**Placement view**

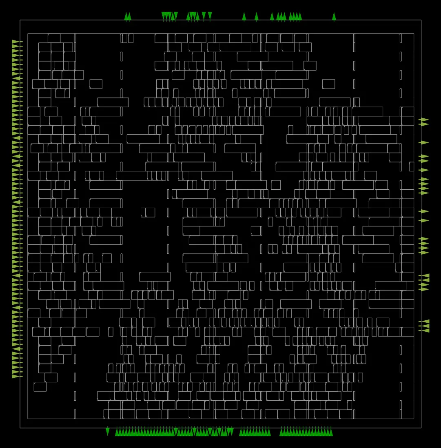
**Wiring heat map**

(3 px per µm) 24 x 24 tiles, from dark purple (low) to yellow (high), scaled to the fullest tile. Values are wire area over tile area, all layers added.
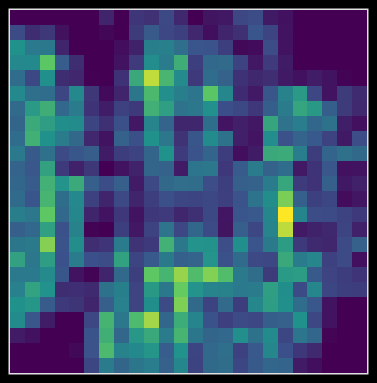
**Supply network**

(4 px per µm) Pins as bars on the die edge.
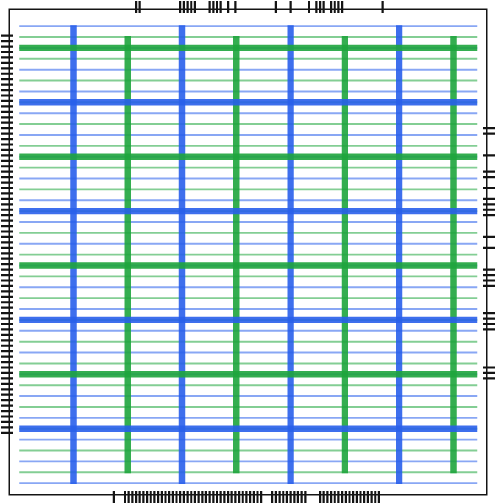
===== config.mk =====
export PLATFORM = sky130hd
export DESIGN_NAME = bus_rr_scheduler
export DESIGN_NICKNAME = d
export VERILOG_FILES = /design/src/rtl/bus_rr_scheduler.sv
export SDC_FILE = /design/constraint.sdc
export NUM_CORES = 1
export LEC_CHECK = 0
export ABC_AREA = 1
export CAP_MARGIN = 5
export CORE_AREA = 2 2 117 119
export CTS_CLUSTER_SIZE = 14
export DETAILED_ROUTE_END_ITERATION = 8
export DIE_AREA = 0 0 119 121
export MAX_ROUTING_LAYER = met4
export PLACE_DENSITY = 0.58
export SYNTH_ARGS = -nofsm -noshare
export SYNTH_HDL_FRONTEND = slang
export SYNTH_SLANG_ARGS = --single-unit

===== constraint.sdc =====
create_clock -name clk -period 2.6 [get_ports clk]
set_clock_uncertainty 0.15 [all_clocks]
set_input_delay 0.39 -clock clk [delete_from_list [all_inputs] [get_ports clk]]
set_output_delay 0.39 -clock clk [all_outputs]
set_load 0.02 [all_outputs]

===== src/rtl/bus_rr_scheduler.sv =====
// Round-robin scheduler that moves one packet per three cycles from a pending
// driver FIFO to its destination FIFO(s), with broadcast and drop counting.
module bus_rr_scheduler #(
    parameter int          PCKG_SZ   = 16,
    parameter int          DRVRS     = 8,
    parameter logic [7:0]  BROADCAST = 8'hFF
) (
    input  logic                       clk,
    input  logic                       reset,
    input  logic [DRVRS-1:0]           pndng,
    input  logic [DRVRS*PCKG_SZ-1:0]   D_pop,
    output logic [DRVRS-1:0]           pop,
    output logic [DRVRS-1:0]           push,
    output logic [PCKG_SZ-1:0]         D_push,
    output logic                       busy,
    output logic [7:0]                 grant_id,
    output logic [7:0]                 drop_cnt
);

    localparam int WW = (DRVRS > 1) ? $clog2(DRVRS) : 1;

    typedef enum logic [1:0] {IDLE, POP, SEND} state_t;

    state_t               state_reg, state_next;
    logic [WW-1:0]        last_grant_reg, winner_reg, rr_winner;
    logic [DRVRS-1:0]     pop_reg, pop_next, push_reg, push_next;
    logic [PCKG_SZ-1:0]   d_push_reg, head_pkt;
    logic                 busy_reg;
    logic [7:0]           grant_id_reg, drop_cnt_reg, drop_cnt_next, dest;
    logic [PCKG_SZ-1:0]   head_arr [DRVRS];
    logic [DRVRS-1:0]     ucast_hit, bcast_mask;
    logic                 is_bcast, is_ucast;

    generate
        for (genvar gi = 0; gi < DRVRS; gi++) begin : g_drv
            assign head_arr[gi]   = D_pop[gi*PCKG_SZ +: PCKG_SZ];
            assign ucast_hit[gi]  = (dest == 8'(gi));
            assign bcast_mask[gi] = (winner_reg != WW'(gi));
        end
    endgenerate

    assign head_pkt = head_arr[winner_reg];
    assign dest     = head_pkt[PCKG_SZ-1 -: 8];
    assign is_bcast = (dest == BROADCAST);
    assign is_ucast = !is_bcast && (dest < 8'(DRVRS)) && (dest != 8'(winner_reg));

    // Two passes: requesters above last_grant override those at or below it,
    // so the lowest index above last_grant wins, else the lowest overall.
    always_comb begin
        rr_winner = '0;
        for (int i = DRVRS - 1; i >= 0; i--) begin
            if (pndng[i] && (i <= int'(last_grant_reg))) rr_winner = WW'(i);
        end
        for (int i = DRVRS - 1; i >= 0; i--) begin
            if (pndng[i] && (i > int'(last_grant_reg))) rr_winner = WW'(i);
        end
    end

    always_ff @(posedge clk or negedge reset) begin
        if (!reset) state_reg <= IDLE;
        else        state_reg <= state_next;
    end

    always_comb begin
        state_next = state_reg;
        case (state_reg)
            IDLE:    if (|pndng) state_next = POP;
            POP:     state_next = SEND;
            SEND:    state_next = IDLE;
            default: state_next = IDLE;
        endcase
    end

    always_comb begin
        pop_next      = '0;
        push_next     = '0;
        drop_cnt_next = drop_cnt_reg;
        case (state_reg)
            IDLE: if (|pndng) pop_next = DRVRS'(1) << rr_winner;
            POP: begin
                if (is_bcast)                  push_next = bcast_mask;
                else if (is_ucast)             push_next = ucast_hit;
                else if (drop_cnt_reg != 8'hFF) drop_cnt_next = drop_cnt_reg + 8'd1;
            end
            default: ;
        endcase
    end

    always_ff @(posedge clk or negedge reset) begin
        if (!reset) begin
            pop_reg        <= '0;
            push_reg       <= '0;
            d_push_reg     <= '0;
            busy_reg       <= 1'b0;
            grant_id_reg   <= '0;
            drop_cnt_reg   <= '0;
            winner_reg     <= '0;
            last_grant_reg <= WW'(DRVRS - 1);
        end else begin
            pop_reg      <= pop_next;
            push_reg     <= push_next;
            busy_reg     <= (state_next != IDLE);
            drop_cnt_reg <= drop_cnt_next;
            if (state_reg == IDLE && |pndng) winner_reg <= rr_winner;
            if (state_reg == POP) begin
                d_push_reg     <= head_pkt;
                grant_id_reg   <= 8'(winner_reg);
                last_grant_reg <= winner_reg;
            end
        end
    end

    assign pop      = pop_reg;
    assign push     = push_reg;
    assign D_push   = d_push_reg;
    assign busy     = busy_reg;
    assign grant_id = grant_id_reg;
    assign drop_cnt = drop_cnt_reg;

endmodule


==> out/summary.json <==
{
  "logic_synthesis": {
    "yosysMostFrequentCell": "nand2_1",
    "netlist.top_cell.by_area": "dfrtp_1",
    "dominantRegCellSynth": "dfrtp_1",
    "ys_seq_elements": 52,
    "post_synth_inst_count": 596,
    "seq_area_frac_synth": 0.340,
    "synthesis.yosys.warnings": 0,
    "async_set_or_reset_register_ratio_after_synthesis": 1.00,
    "yosys.stat.chipArea_um2": 3830,
    "top_cell_area_share": 0.320,
    "ys_top_cells_by_area": "dfrtp_1 32%, nand2_1 30%, nor2_1 4.8%",
    "synth_stat.cells": 596,
    "syn_avg_cell_area_um2": 6.43,
    "syn-cell-area_um2": 3830,
    "synth-edff-count": 0,
    "unique_cell_types": 37,
    "ys_top_cells_by_count": "302 x nand2_1, 49 x dfrtp_1, 49 x nor2_1, 35 x nand3_1, 27 x inv_1"
  },
  "setup_path": {
    "timing_worst_setup_path_type": "reg -> reg",
    "worst_path_largest_cell_delay_ns": 0.50,
    "r2r-start": "winner_reg[0]",
    "critPathSlowestCell": "dfrtp_1",
    "regToRegSetupSlack_ns": 0.33,
    "crit_fanout": 34,
    "regToRegEndpoint": "push[3]",
    "worstRegToRegCells": 12,
    "critical_path_required_ns": 2.65,
    "worstSetupStartpointType": "flop",
    "critical_path.endpoint_type": "flop",
    "cp_data_arrival_time_ns": 2.31,
    "most_frequent_cell_on_the_critical_path": "nand2_1",
    "path_cells": "inv_4 > nand2_1 > nand2_1 > nand2_1 > nand2_1 > nand2_1 > nand2_1 > nor2_1 > nand2_1 > nor2_1 > nand3_1 > a21oi_1"
  },
  "global_route": {
    "grt-ovfl-total": 0,
    "grt_antenna_before_repair": 0,
    "grt_max_degree": 35,
    "grt_pass1_wl_mm": 19.9,
    "grt_usage": 0.174,
    "via_count_of_the_first_global_routing_pass": 4329
  },
  "worst_hold_path": {
    "timing.hold.worst.class": "reg -> reg",
    "hold-path-cell-count": 2,
    "hold_path_sink": "D_push[8]",
    "hold_path.startpoint": "D_push[8]"
  },
  "timing": {
    "slew_headroom": 0.610,
    "finalSetupViolations": 0,
    "timing.fmax_ghz": 0.441,
    "post-route-period-util": 0.873,
    "slew_violations": 0,
    "finalHoldViolCount": 0,
    "worst-slew-pin-transition_ns": 0.585,
    "grt_setup_unrepaired": "no",
    "post_route_setup_tns_ns": 0,
    "period_minus_slack_ns": 2.27
  },
  "clock_network": {
    "h-tree-depth": 2,
    "cts.path.max_buffers": 2,
    "cts.reportedPaths.clkPinSlew_ns": 0.07,
    "clock_tree_sinks": 52,
    "clkLatencyLatePin_ns": 0.28,
    "tritoncts_clock_tree": "built",
    "tritoncts.num_buffers": 5,
    "clock_tree.root_cell": "clkbuf_16"
  },
  "floorplanning": {
    "row_count": 42,
    "core_area_um2": 13100,
    "chip_area_um2": 14400,
    "chipWidth_um": 119,
    "initial_utilization": 0.293,
    "num_io_pins": 187
  },
  "placement": {
    "placed_cells": 943,
    "port_buffers": 181,
    "hpwl_mm": 10.1,
    "gp_congestion": 0.842
  },
  "run_status": {
    "run_status": "completed"
  },
  "pwr": {
    "power.density_cell_area_nw_per_um2": 1030,
    "cellLeakagePower_nw": 2.87
  },
  "route": {
    "avgViaCountPerCell": 4.67,
    "wl_mm": 12.3,
    "avgRoutedWirePerCell_um": 12.9,
    "drt-pass1-iter-count": 4,
    "postRouteAntennaNets": 0,
    "drc_errors": 0,
    "route.vias.total": 4447,
    "first_iter_violations": 288
  },
  "final_layout": {
    "largest_reg_flops": 16,
    "final_layout_size_suffix_gt1_frac": 0.0528,
    "insertedDiodeCount": 0,
    "area_growth_pct": 55.9,
    "layoutNonFillerInstCount": 952,
    "net_count_of_the_finished_layout": 914
  },
  "job": {
    "openroad_warning_count": 26,
    "cap_violations": 0
  }
}
-- 'placement view' (at the start) --
Taps Inserted: 176
tally of filler cells in the layout: 1370
Post-Route Utilization: 0.457
flop count: 52

-- 'wiring heat map' (at the start) --
The mean over all tiles is 0.14. 13% of the tiles are nearly empty. The emptiest ninth of the die: upper right. The densest ninth of the die: bottom centre. The fullest tile reaches 0.50. 12% of the tiles are over half the peak.

-- 'supply network' (at the start) --
Key: VSS = blue; VDD = green
8 straps on met5. 8 straps on met4. The core has 42 rows. 187 signal pins sit on the boundary. 43 met1 rails follow the rows.
floorplan die height: 121 µm
worst voltage drop across the vdd grid: 342 µV

## layout make-up
class,instances,area [µm²],area share
inverters,30,115,0.0193
well taps,176,220,0.0368
repair buffers,196,1950,0.326
flip-flops and latches,52,1310,0.218
clock buffers,8,146,0.0245
multi-input cells,490,2240,0.375
## worst max-delay path, delay by kind of cell (launching register included)
kind | cells | cell delay [ns]
and+or+nand+nor | 10 | 1.13
AOI/OAI and AO/OA | 1 | 0.17
buffers and inverters | 1 | 0.21
DFF | 1 | 0.50
## what timing repair did
item                                    4_1_cts  5_1_grt
hold buffers                                  1        0
setup buffers                                 0        0
endpoints found under the setup margin        0       16
hold endpoints to repair                     25        0
gates resized                                 0        2
## cells in the final DEF, fill, tap and decap left out, types with 3 or more instances in the layout
master / count
nand2_1: 302
clkdlybuf4s50_1: 180
dfrtp_1: 49
nor2_1: 49
nand3_1: 35
inv_1: 27
a22oi_1: 16
o21ai_0: 15
buf_4: 12
a21oi_1: 11
a22o_1: 7
a221oi_1: 7
o211ai_1: 7
nand2_2: 5
conb_1: 5
clkbuf_16: 5
nand4_1: 4
o21ai_1: 4
xor2_1: 4
dfstp_2: 3
## cells by family after synthesis
logic type	after synthesis	share of synthesized area
AND-OR/OR-AND	69	0.121
adder cells (fa/ha/maj)	1	0.00326
buffers and inverters	58	0.0783
other	1	0.000978
XOR/XNOR	6	0.0137
flip-flops	52	0.340
AND/OR/NAND/NOR	409	0.443
## power breakdown
| part | internal (W) | total (W) | leakage (nW) | switching (W) |
|---|---|---|---|---|
| Sequential | 0.00112 | 0.00136 | 0.669 | 0.000238 |
| Combinational | 0.00160 | 0.00416 | 2.13 | 0.00256 |
| Clock | 0.000385 | 0.000658 | 0.0712 | 0.000274 |
| Total | 0.00310 | 0.00618 | 2.87 | 0.00308 |
## through the flow
step / power [W] / cell area [µm²] / setup slack [ns] / hold slack (ns)
finish: 0.00618 / 5980 / 0.331 / 0.343
detailed placement: 0.00556 / 5820 / 0.161 / 0.272
CTS: 0.00624 / 5980 / 0.138 / 0.350
global route: 0.00679 / 5980 / 0.0994 / 0.380
floorplan: 0.00419 / 3850 / 0.735 / -0.0556
global placement: 0.00552 / 5820 / 0.232 / 0.259
## worst max-delay path by stage
stage | depth (start not counted) | slack [ns] | start | endpoint
after CTS | 13 | 0.14 | winner_reg[0] | drop_cnt[2]
final | 12 | 0.33 | winner_reg[0] | push[3]
after floorplan | 15 | 0.74 | winner_reg[0] | drop_cnt[2]
after global routing | 13 | 0.1 | winner_reg[0] | drop_cnt[5]
after global placement | 13 | 0.23 | winner_reg[0] | drop_cnt[2]
after detailed placement | 13 | 0.16 | winner_reg[0] | drop_cnt[2]
## routing by layer
layer  vias up  share of wire  track usage  routed length [µm]
met2       145           0.50        0.313                6160
li1       2262              -            -                   -
met4         0          0.020       0.0424                 249
met5         -              0            -                   0
met3        18          0.051       0.0258                 621
met1      2022           0.43        0.205                5250
Power and IR drop assume default switching activity.
